run_1/sizes.png
Scale bar: 20 microns.
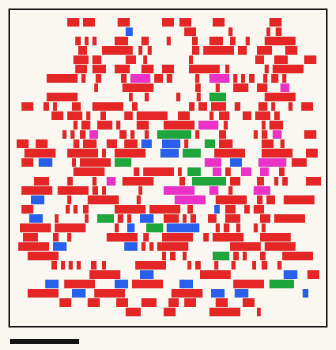
run_1/wires.png
Scale bar: 20 microns.
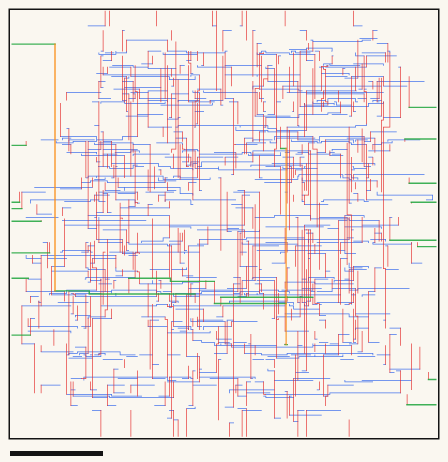
run_1/layer_met3.png
Scale bar: 20 microns.
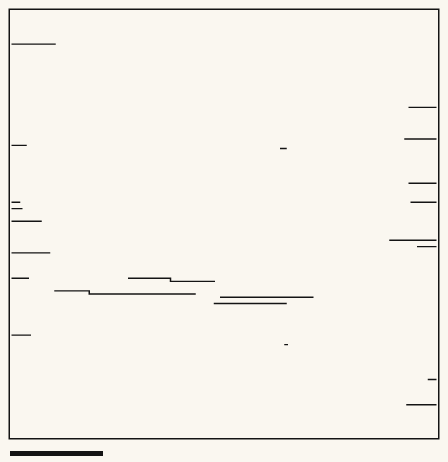
run_1/io_placement.png
Scale bar: 20 microns. Pins as bars across the die edge, other pins in gray.
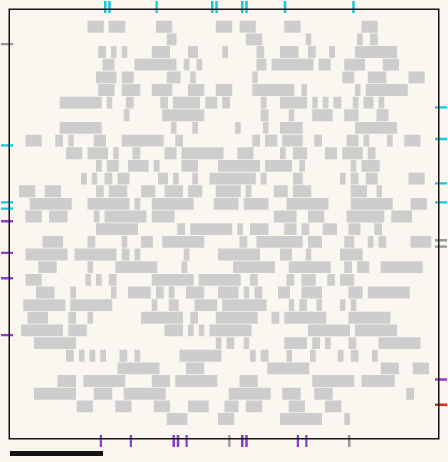
$ cat src/rtl/bcd_to_bin.sv
// Sequential 4-digit BCD to 14-bit binary converter using reverse double-dabble.
// Define BCD_CHECK_EN to flag operands with a nibble above 9 (bcd_err, data_bin forced to 0).
module bcd_to_bin #(
  parameter int SHIFT_CNT_MAX = 14
) (
  input  logic        sys_clk,
  input  logic        sys_rst_n,
  input  logic        start,
  input  logic [15:0] data_bcd,
  output logic        busy,
  output logic        done,
  output logic [13:0] data_bin,
  output logic        bcd_err
);

  localparam int CNT_W = $clog2(SHIFT_CNT_MAX + 1);

  typedef enum logic [1:0] {IDLE, SHIFT, ADJUST, DONE} state_t;

  state_t           state;
  state_t           state_nxt;
  logic [CNT_W-1:0] cnt;
  logic [CNT_W-1:0] cnt_inc;
  logic [29:0]      work;

  // A BCD nibble >= 8 after a right shift held a carried-in half-ten; remove the excess 3.
  function automatic logic [3:0] nib_adj(input logic [3:0] n);
    return (n >= 4'd8) ? (n - 4'd3) : n;
  endfunction

  function automatic logic [29:0] adjust_work(input logic [29:0] w);
    logic [29:0] r;
    r = w;
    for (int i = 0; i < 4; i++) begin
      r[14 + 4*i +: 4] = nib_adj(w[14 + 4*i +: 4]);
    end
    return r;
  endfunction

`ifdef BCD_CHECK_EN
  logic err_lat;

  function automatic logic bad_digit(input logic [15:0] d);
    logic bad;
    bad = 1'b0;
    for (int i = 0; i < 4; i++) begin
      if (d[4*i +: 4] > 4'd9) bad = 1'b1;
    end
    return bad;
  endfunction
`endif

  assign cnt_inc = cnt + CNT_W'(1);

  always_ff @(posedge sys_clk or negedge sys_rst_n) begin
    if (!sys_rst_n) state <= IDLE;
    else            state <= state_nxt;
  end

  // The counter value after this shift decides whether another adjust/shift pair follows.
  always_comb begin
    state_nxt = state;
    case (state)
      IDLE:    if (start) state_nxt = SHIFT;
      SHIFT:   state_nxt = (cnt_inc < CNT_W'(SHIFT_CNT_MAX)) ? ADJUST : DONE;
      ADJUST:  state_nxt = SHIFT;
      DONE:    state_nxt = IDLE;
      default: state_nxt = IDLE;
    endcase
  end

  always_ff @(posedge sys_clk or negedge sys_rst_n) begin
    if (!sys_rst_n) begin
      cnt      <= '0;
      work     <= '0;
      busy     <= 1'b0;
      done     <= 1'b0;
      data_bin <= '0;
`ifdef BCD_CHECK_EN
      err_lat  <= 1'b0;
      bcd_err  <= 1'b0;
`endif
    end else begin
      done <= 1'b0;
      case (state)
        IDLE: begin
          if (start) begin
            work    <= {data_bcd, 14'd0};
            busy    <= 1'b1;
            cnt     <= '0;
`ifdef BCD_CHECK_EN
            err_lat <= bad_digit(data_bcd);
`endif
          end
        end
        SHIFT: begin
          work <= {1'b0, work[29:1]};
          cnt  <= cnt_inc;
        end
        ADJUST: work <= adjust_work(work);
        DONE: begin
`ifdef BCD_CHECK_EN
          data_bin <= err_lat ? 14'd0 : work[13:0];
          bcd_err  <= err_lat;
`else
          data_bin <= work[13:0];
`endif
          done <= 1'b1;
          busy <= 1'b0;
        end
        default: ;
      endcase
    end
  end

`ifndef BCD_CHECK_EN
  assign bcd_err = 1'b0;
`endif

endmodule

$ cat config.mk
export PLATFORM = sky130hd
export DESIGN_NAME = bcd_to_bin
export DESIGN_NICKNAME = d
export VERILOG_FILES = /design/src/rtl/bcd_to_bin.sv
export SDC_FILE = /design/constraint.sdc
export NUM_CORES = 1
export LEC_CHECK = 0
export ABC_AREA = 0
export CAP_MARGIN = 40
export CELL_PAD_IN_SITES_DETAIL_PLACEMENT = 1
export CELL_PAD_IN_SITES_GLOBAL_PLACEMENT = 1
export CORE_UTILIZATION = 33
export DETAILED_ROUTE_END_ITERATION = 6
export GPL_TIMING_DRIVEN = 0
export HOLD_SLACK_MARGIN = 0.12
export PLACE_DENSITY_LB_ADDON = 0.1
export REMOVE_ABC_BUFFERS = 1
export SYNTH_ARGS = -nofsm -noshare
export SYNTH_HDL_FRONTEND = slang
export SYNTH_SLANG_ARGS = --single-unit
$ cat constraint.sdc
create_clock -name sys_clk -period 1.9 [get_ports sys_clk]
set_input_delay 0.57 -clock sys_clk [delete_from_list [all_inputs] [get_ports sys_clk]]
set_output_delay 0.57 -clock sys_clk [all_outputs]
set_load 0.02 [all_outputs]
==> run notes, run 1 <==
The flow ran to the end, and the final reports show no timing, DRC or antenna violations. The maximum operating frequency is 542.5 MHz, and the largest net degree at the start of global routing is 32. Setup repair after global routing left no endpoint under its margin.

The report shows a maximum critical-path fanout of 2. Combinational family with the most area after synthesis: AND-OR/OR-AND gates. The run gives 38.47% for the flop share of the area. The global routing report lists met2 layer usage as 22.26%. The share of synthesized cell area in and-or and or-and compound cells works out to 13.95%. Data on the critical path is required at its endpoint by 1330 ps. For this run, the final setup violation count is recorded as 0.

The tools report the register area share after synthesis as 48.69%. The buffering stage count on the worst path with inverters included was 1. After the last flow step, the layout net total stands at 338. Looking at the clock tree report, the H-tree level count equals 2.

At the pin with the least slew margin, the transition time is 560.9 ps. For the number of library cell types mapped by synthesis, the log shows 33. In the synthesized netlist the dominant register cell turns out to be sky130_fd_sc_hd__dfrtp_1. STA puts the critical path data arrival time at 1270 ps. The chip area estimate from yosys synthesis came out at 2673 sq um. TritonCTS built the clock tree.

The worst path uses 97.01% of the clock period. The share of cell area taken by muxes after synthesis was 11.14%; the area of the core was 7767 sq um. Slowest cell on the critical path: sky130_fd_sc_hd__clkdlybuf4s50_1.

Between clock sinks in the finished design, the worst skew comes to 6.524 ps. The number of synthesized register bits was 52; the count of sequential standard cells was 52. The worst-case max-slew headroom was logged as 62.61%. For the combinational gate area, the log shows 1314 sq um. The layout has 5 clock buffers. The final layout report lists a filler cell count of 897.

The flow reported a cell area power density of 1732 nW/um^2. Post-layout minimum cycle time: 1843 ps. The run gives 0 for the total count of max-transition violations in the final report.

According to the cell report, the number of logic gates is 186. The tools report the category of the worst setup path capture point as an output pin. With the instance area at placement at 3142 sq um, the half-perimeter wire length after detailed placement is 3.982 mm. Yosys instantiated no cell more often than sky130_fd_sc_hd__dfrtp_1.

The startpoint class of the critical path is a register. For reference, the final report shows the hold violation count at 0. CTS added clock buffers totalling 5. The total tool warning count is 37.

Across the whole layout, storage elements account for 1303 sq um. The run gives 26.69% for the area overhead of the layout relative to synthesis. The clock passes through at most 2 buffers. Count of inserted antenna diode cells: 0.
Notes on sizes.png above:
_0 and _1 cells: in red, cells 256. _3 and _4 cells: in magenta, cells 16, most used buf_4. _2 cells: in blue, cells 23, most used mux2_2. _6 and larger: in green, cells 11, most used clkbuf_8.

Notes on wires.png above:
metal 4: in orange, wire length 95.2 microns. metal 3: in green, wire length 169 microns. metal 2: in red, wire length 2,650 microns. metal 1: in blue, wire length 2,950 microns.
sum of routed wire length over all layers: 5.864 mm
average detailed-routed wire length per instance: 14.37 microns
total global-route track usage: 14.84%

Notes on layer_met3.png above:
The longest straight run is 22.8 microns. The wires run mostly horizontal.
total number of vias: 1,998
met3 usage: 2.819%

Notes on io_placement.png above:
data_bcd: in cyan, pins 16, direction input, edge 9 north, 4 east, 3 west. sys_rst_n: in red, pins 1, direction input, edge east. data_bin: in purple, pins 14, direction output, edge 9 south, 4 west, 1 east.
All pins by edge: 11 south, 9 north, 8 east, 8 west.
die extent in x: 91.99 microns
Vert. Die Dim: 91.99 microns

## run 1: metrics by stage
stage               setup slack, ps  hold WS [ps]  util, %  instances
finish                        56.79         237.7    43.59        408
global route                  1.466         255.5    43.59        408
CTS                           1.679         248.5    42.40        404
detailed placement           -716.5         488.9    40.45        393
global placement              -1522         468.6    39.21        388
floorplan                    -373.0         274.4        -        252
## run 1: cell usage in the layout (no fill, tap or decap), types with 2 or more instances in the layout
cell type / n
sky130_fd_sc_hd__dlymetal6s2s_1: 6
sky130_fd_sc_hd__ha_4: 2
sky130_fd_sc_hd__a22oi_1: 8
sky130_fd_sc_hd__nor3b_1: 3
sky130_fd_sc_hd__o32a_1: 3
sky130_fd_sc_hd__nor2b_1: 2
sky130_fd_sc_hd__mux2_1: 8
sky130_fd_sc_hd__nand2_1: 51
sky130_fd_sc_hd__mux2_2: 14
sky130_fd_sc_hd__a31oi_1: 4
sky130_fd_sc_hd__inv_1: 15
sky130_fd_sc_hd__ha_1: 10
sky130_fd_sc_hd__mux2i_1: 4
sky130_fd_sc_hd__a21oi_1: 12
sky130_fd_sc_hd__nor2_1: 11
sky130_fd_sc_hd__clkdlybuf4s50_1: 26
sky130_fd_sc_hd__buf_16: 2
sky130_fd_sc_hd__buf_4: 6
sky130_fd_sc_hd__a21oi_4: 3
sky130_fd_sc_hd__clkbuf_8: 5
sky130_fd_sc_hd__nand2b_4: 2
sky130_fd_sc_hd__nand3_1: 3
sky130_fd_sc_hd__xnor2_1: 5
sky130_fd_sc_hd__o21ai_1: 14
sky130_fd_sc_hd__dfrtp_1: 51
sky130_fd_sc_hd__a22o_1: 2
sky130_fd_sc_hd__o21ai_0: 12
sky130_fd_sc_hd__ha_2: 2
## run 1: path summary, 6_finish.rpt
kind / endpoint / slack, ps / cells past startpoint
max: data_bin[11] / 60 / 1
min: data_bin[0]$_DFFE_PN0P_ / 240 / 1
max reg2reg: work[14]$_DFFE_PN0P_ / 130 / 5
min reg2reg: work[0]$_DFFE_PN0P_ / 500 / 2
max in group asynchronous: state[0]$_DFFE_PN0P_ / 1080 / 2
min in group sys_clk: work[0]$_DFFE_PN0P_ / 500 / 2
## run 1: worst register-to-register path: stages, from the launching register on
cell and delay (ps):
sky130_fd_sc_hd__dfrtp_2 460, sky130_fd_sc_hd__ha_2 270, sky130_fd_sc_hd__buf_8 180, sky130_fd_sc_hd__nand2b_4 220, sky130_fd_sc_hd__a21oi_2 200, sky130_fd_sc_hd__mux2_1 340
## run 1: state kept, by name, summed over array words and instances (netlist names)
name and count:
data_bin 14, work 30, cnt 4, state 2, busy 1, done 1
## run 1: power breakdown
group          switching (mW)  total [mW]  leakage [nW]  internal (mW)
sequential              0.343        1.85         0.678           1.50
combinational            1.74        3.36         0.856           1.62
clock                   0.394       0.656        0.0445          0.262
total                    2.48        5.86          1.58           3.38
## run 1: metal layers
layer | share of wire [%] | vias to the layer above
met2 | 45 | 24
met1 | 50 | 994
met5 | 0 | -
li1 | - | 975
met4 | 1.6 | 0
met3 | 2.9 | 5
run_1/placement.png
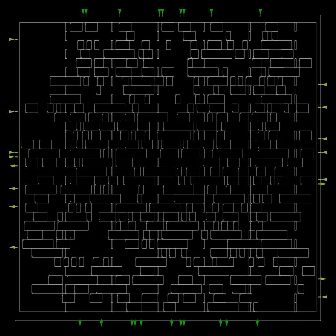

==> run 2, diff against run 1 <==
clock period = 1.7 ns   (was 1.9 ns; I/O delays follow)
run_2/placement.png
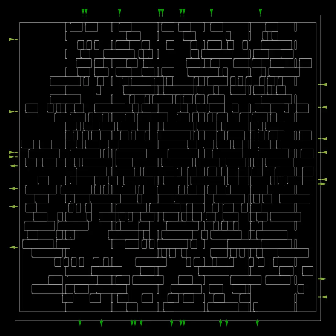
final core utilization: 45.04%
Placement Rows: 32
sequential fraction of total cell area: 37.23%
area of the core: 7767 sq um
tally of filler cells in the layout: 893

run_2/io_placement.png
Scale bar: 20 microns. Pins as bars across the die edge, other pins in gray.
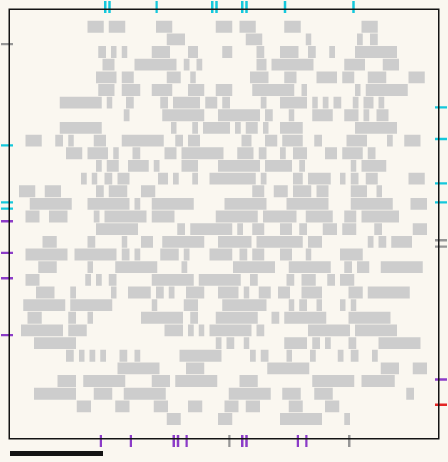
sys_rst_n: in red, pins 1, direction input, edge east. data_bcd: in cyan, pins 16, direction input, edge 9 north, 4 east, 3 west. data_bin: in purple, pins 14, direction output, edge 9 south, 4 west, 1 east.

==> run notes, run 2 <==
The final critical-path share of the clock period came out at 97.80%. The run gives 5 as the number of buffers created by CTS. With the final setup violation count at 0, the cell-internal power is 3.945 mW.

With the data arrival at the endpoint of the critical path at 1860 ps, the die boundary height is 91.99 microns. For this block, the routed nets add up to 6.138 mm of wire. The primary flip-flop cell chosen by synthesis mapping is sky130_fd_sc_hd__dfrtp_1. TritonCTS built the clock tree.

The register area share after synthesis came out at 48.69%. For reference, the final report shows the max-slew violation count at 0. In the synthesis report, Yosys lists the chip area as 2673 sq um. The net count reported at finish was 346. The tools report the category of the worst setup path capture point as a register. The stage logs contain a warning count of 38.

The flow ran to the end, and the final reports show no timing, DRC or antenna violations. The switching power total was 2.949 mW; the worst max-slew margin expressed relative to the limit was 62.45%. The run gives 3.982 mm as the half-perimeter wire length after detailed placement. Hold timing on the final database bottoms out at a slack of 179.9 ps. The post-layout minimum cycle time is 1663 ps, and the horizontal die dimension is 91.99 microns. The tools report the final non-filler cell total as 416. The clock network fraction of total power came out at 10.7%.

Per report_power, the sequential group accounts for 30.0% of the total. Endpoints failing hold in the final report were tallied at 0. The maximum operating frequency came out at 601.4 MHz. The power density of the placed cells is 1971 nW/um^2, and the number of synthesized register bits is 52. Relative to the synthesized area, the layout overhead comes to 30.90%. The instance area at placement is 3142 sq um. The run gives 8.315 ps as the worst setup skew after layout.

More flip-flops sit in one register than any other, and that register is work. With the relative contribution of combinational cells to total power at 59.3%, the largest net degree at the start of global routing is 32.
==> run 2: cell counts after synthesis <==
No cell type changed its count.
==> run 2: logic make-up after synthesis <==
kind of cell	synth area share, %
AOI/OAI and AO/OA	13.95
xor gates and xnor gates	1.966
adders and majority gates	6.554
buffers and inverters	5.664
DFF	48.69
muxes	11.14
other	0.1403
and+or+nand+nor	11.89
==> run 2: timing repair <==
action	4_1_cts	5_1_grt
endpoints found under the hold margin	0	0
setup endpoints to repair	51	25
gates resized	44	10
hold buffers	0	0
cloned	1	0
buffers inserted	11	4
pin swaps	2	1
==> run 2: layout make-up <==
cell class              instances  area [sq um]
fillers                       893          4269
inverters                      15         58.81
well taps                     102         127.6
flip-flops and latches         52          1303
multi-input cells             186          1381
clock buffers                   5         68.82
clock inverters                 3         21.27
repair buffers                 53         538.0
==> run 2: per-stage QoR <==
stage                     total power, mW  TNS [ps]  utilization, %  worst slack [ps]
final                               6.894         0           45.04             37.33
after global routing                7.461   -0.8782           45.04           -0.8782
after CTS                           6.765    -16.13           43.99            -13.93
after detailed placement            5.461    -21730           40.45            -916.5
after global placement              5.114   -118380           39.21             -1662
after floorplan                     4.223     -9328               -            -573.0
==> run 2: path summary, 6_finish.rpt <==
check | to | start | slack (ps) | depth (start not counted)
worst max register to register | work[18]$_DFFE_PN0P_ | state[1]$_DFFE_PN0P_ | 40 | 7
max in group asynchronous | state[0]$_DFFE_PN0P_ | sys_rst_n | 940 | 2
min in group sys_clk | work[0]$_DFFE_PN0P_ | work[0]$_DFFE_PN0P_ | 500 | 2
worst min-delay path | data_bin[0]$_DFFE_PN0P_ | sys_rst_n | 180 | 1
worst max-delay path | work[18]$_DFFE_PN0P_ | state[1]$_DFFE_PN0P_ | 40 | 7
worst min register to register | work[0]$_DFFE_PN0P_ | work[0]$_DFFE_PN0P_ | 500 | 2
==> run 2: worst max-delay path: cells and delay by family, from the launching register on <==
family	cells	cell delay, ps
flops	1	400
mux	1	300
buf+inv	3	440
compound gates	2	250
fa+ha+maj	1	170
==> run 2: metal layers <==
metal	global-route usage, %	vias up	wire length [microns]
met4	6.250	0	87
met1	22.04	1032	2995
met5	0	-	0
met2	24.63	28	2879
met3	2.819	5	176
li1	-	991	-
==> run 2: power by group through the flow <==
stage / Sequential [mW] / Combinational, mW / Clock [mW]
after floorplan: 2.12 / 2.10 / 0
after global placement: 2.07 / 3.04 / 0
after detailed placement: 2.08 / 3.38 / 0
after CTS: 2.07 / 3.93 / 0.770
after global routing: 2.14 / 4.51 / 0.809
final: 2.07 / 4.09 / 0.735
run_2/sizes.png
Scale bar: 20 microns.
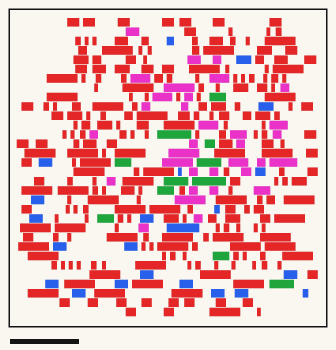

==> run 3, diff against run 2 <==
SLEW_MARGIN = 20   (was default)
run_3/sizes.png
Scale bar: 20 microns.
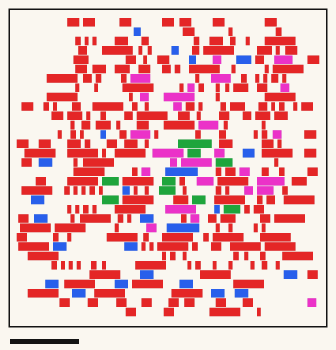
_0 and _1 cells: in red, cells 249, most used nand2_1. _6 and larger: in green, cells 9, most used clkbuf_8. _2 cells: in blue, cells 24, most used mux2_2. _3 and _4 cells: in magenta, cells 26, most used buf_4.

run_3/wires.png
Scale bar: 20 microns.
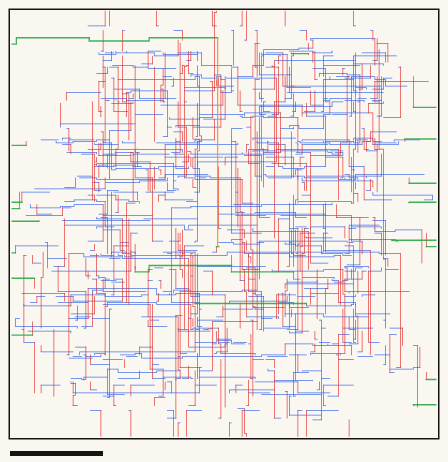
metal 1: in blue, wire length 2,980 microns. metal 4: in orange, wire length 44.9 microns. metal 3: in green, wire length 174 microns. metal 2: in red, wire length 2,900 microns.

==> run notes, run 3 <==
The run gives 3.774 mW for the cell-internal power. OpenSTA, run right after detailed placement, puts the worst setup slack at -896.5 ps. The launching instance or port of the critical path is state[0]$_DFFE_PN0P_.

Flip-flop count of the largest register after layout: 30. The tools report the number of library cell types mapped by synthesis as 33. TritonCTS built the clock tree. Summing all multi-input logic gate instances after layout gives 1364 sq um. Detailed placement ended at an HPWL of 3.768 mm.

At the worst endpoint, the required time is 1890 ps. Of the total synthesized cell area, the portion taken by full adders, half adders and majority gates is 6.554%. Per the final report, max-transition violations number 0. Entering global routing, the biggest net connects 53 pins. With the overall routing resource usage at 15.57%, the count of inserted antenna diode cells is 0.

The cell count after placement was 391. The number of hold buffers added after cts came out at 0. The run gives 6.648 mW as the total power after layout. Among logic cells in the layout, the one with the most instances is sky130_fd_sc_hd__nand2_1. Among all flip-flop cells after synthesis, the most frequent one is sky130_fd_sc_hd__dfrtp_1. Detailed routing inserted a total of 2,006 vias.

Summed over all nets, the switching power comes to 2.874 mW. The synthesized netlist devotes 11.89% of its cell area to simple gates. Data on the critical path arrives at its endpoint at 1840 ps. Of the total power, the clock network draws 10.6%. The switching share of power was 43.23%; the instance area at placement was 3099 sq um.

The most flop-heavy register is work. The number of hold violations in the final report is 0, and the total tool warning count is 38. The run gives 91.99 microns for the horizontal die dimension. The category of the worst setup path capture point was a register. The tools report the setup slack of the critical path after layout as 49.46 ps. For reference, XOR and XNOR gates occupy 1.966% of the area reported after synthesis.

Combinational logic burns 57.9% of the power. The worst setup path is launched from a register. After synthesis the netlist holds a flip-flop and latch count of 52.

After detailed routing, the average wire length per cell comes to 14.86 microns. The tools report the area of the core as 7767 sq um. In the final report, the number of endpoints failing setup comes to 0. For this block, the routed nets add up to 6.094 mm of wire.

Row generation in the floorplan step produced 32 rows. Summing the areas of all compound-gate instances in the mapped netlist gives 13.95% of the synthesized area. The flow ran to the end, and the final reports show no timing, DRC or antenna violations. In this run, CTS created clock tree buffers numbering 5.

STA lists the maximum fanout along the critical path as 18.
==> run 3: cell count changes in the layout (fill, tap and decap cells not counted), sizes merged <==
cell,delta
inv,-1
clkinv,+2
clkinvlp,-1
buf,-7
or2,+1
==> run 3: final timing paths <==
check | slack (ps) | cells past startpoint | endpoint
hold reg to reg | 500 | 2 | work[0]$_DFFE_PN0P_
max in group asynchronous | 970 | 1 | state[0]$_DFFE_PN0P_
min in group sys_clk | 500 | 2 | work[0]$_DFFE_PN0P_
setup reg to reg | 50 | 6 | work[18]$_DFFE_PN0P_
setup / recovery | 50 | 6 | work[18]$_DFFE_PN0P_
hold / removal | 240 | 1 | data_bin[0]$_DFFE_PN0P_
==> run 3: what timing repair did <==
action / CTS / global route
gates resized: 37 / 12
pin swaps: 2 / 4
gates cloned: 1 / 1
buffers inserted: 8 / 2
setup endpoints to repair: 51 / 29
==> run 3: power by group through the flow <==
stage / Combinational, mW / Clock, mW / Sequential (mW)
4_1_cts: 3.72 / 0.742 / 2.07
3_5_place_dp: 3.29 / 0 / 2.08
3_3_place_gp: 3.04 / 0 / 2.07
6_report: 3.85 / 0.707 / 2.09
5_1_grt: 4.28 / 0.780 / 2.16
2_1_floorplan: 2.10 / 0 / 2.12
==> run 3: final cells by class <==
class	instances	share of cell area, %
repair buffers	46	13.05
inverters	15	1.811
flip-flops and latches	52	38.51
multi-input cells	187	40.28
well taps	102	3.769
clock inverters	3	0.5543
clock buffers	5	2.033
==> run 3: kinds of logic (layout without fill, tap and decap cells) <==
group                      count (synthesis)  in the layout
and+or+nand+nor                           76             78
AOI/OAI and AO/OA                         61             61
DFF                                       52             52
buffers and inverters                     31             69
muxes                                     27             27
adders and majority gates                 14             14
xor gates and xnor gates                   6              6
other                                      1              1
==> run 3: per-stage QoR <==
stage               util [%]  hold WS [ps]
floorplan                  -         214.4
global placement       39.21         468.6
detailed placement     39.90         488.9
CTS                    42.93         270.6
global route           43.59         299.8
finish                 43.59         238.9
==> run 3: metal layers <==
metal	global-route usage, %	routed length, microns	vias up
li1	-	-	979
met1	21.35	2978	1000
met2	25.19	2897	25
met3	3.068	173	2
met4	3.906	44	0
met5	0	0	-
Power and IR drop assume default switching activity.
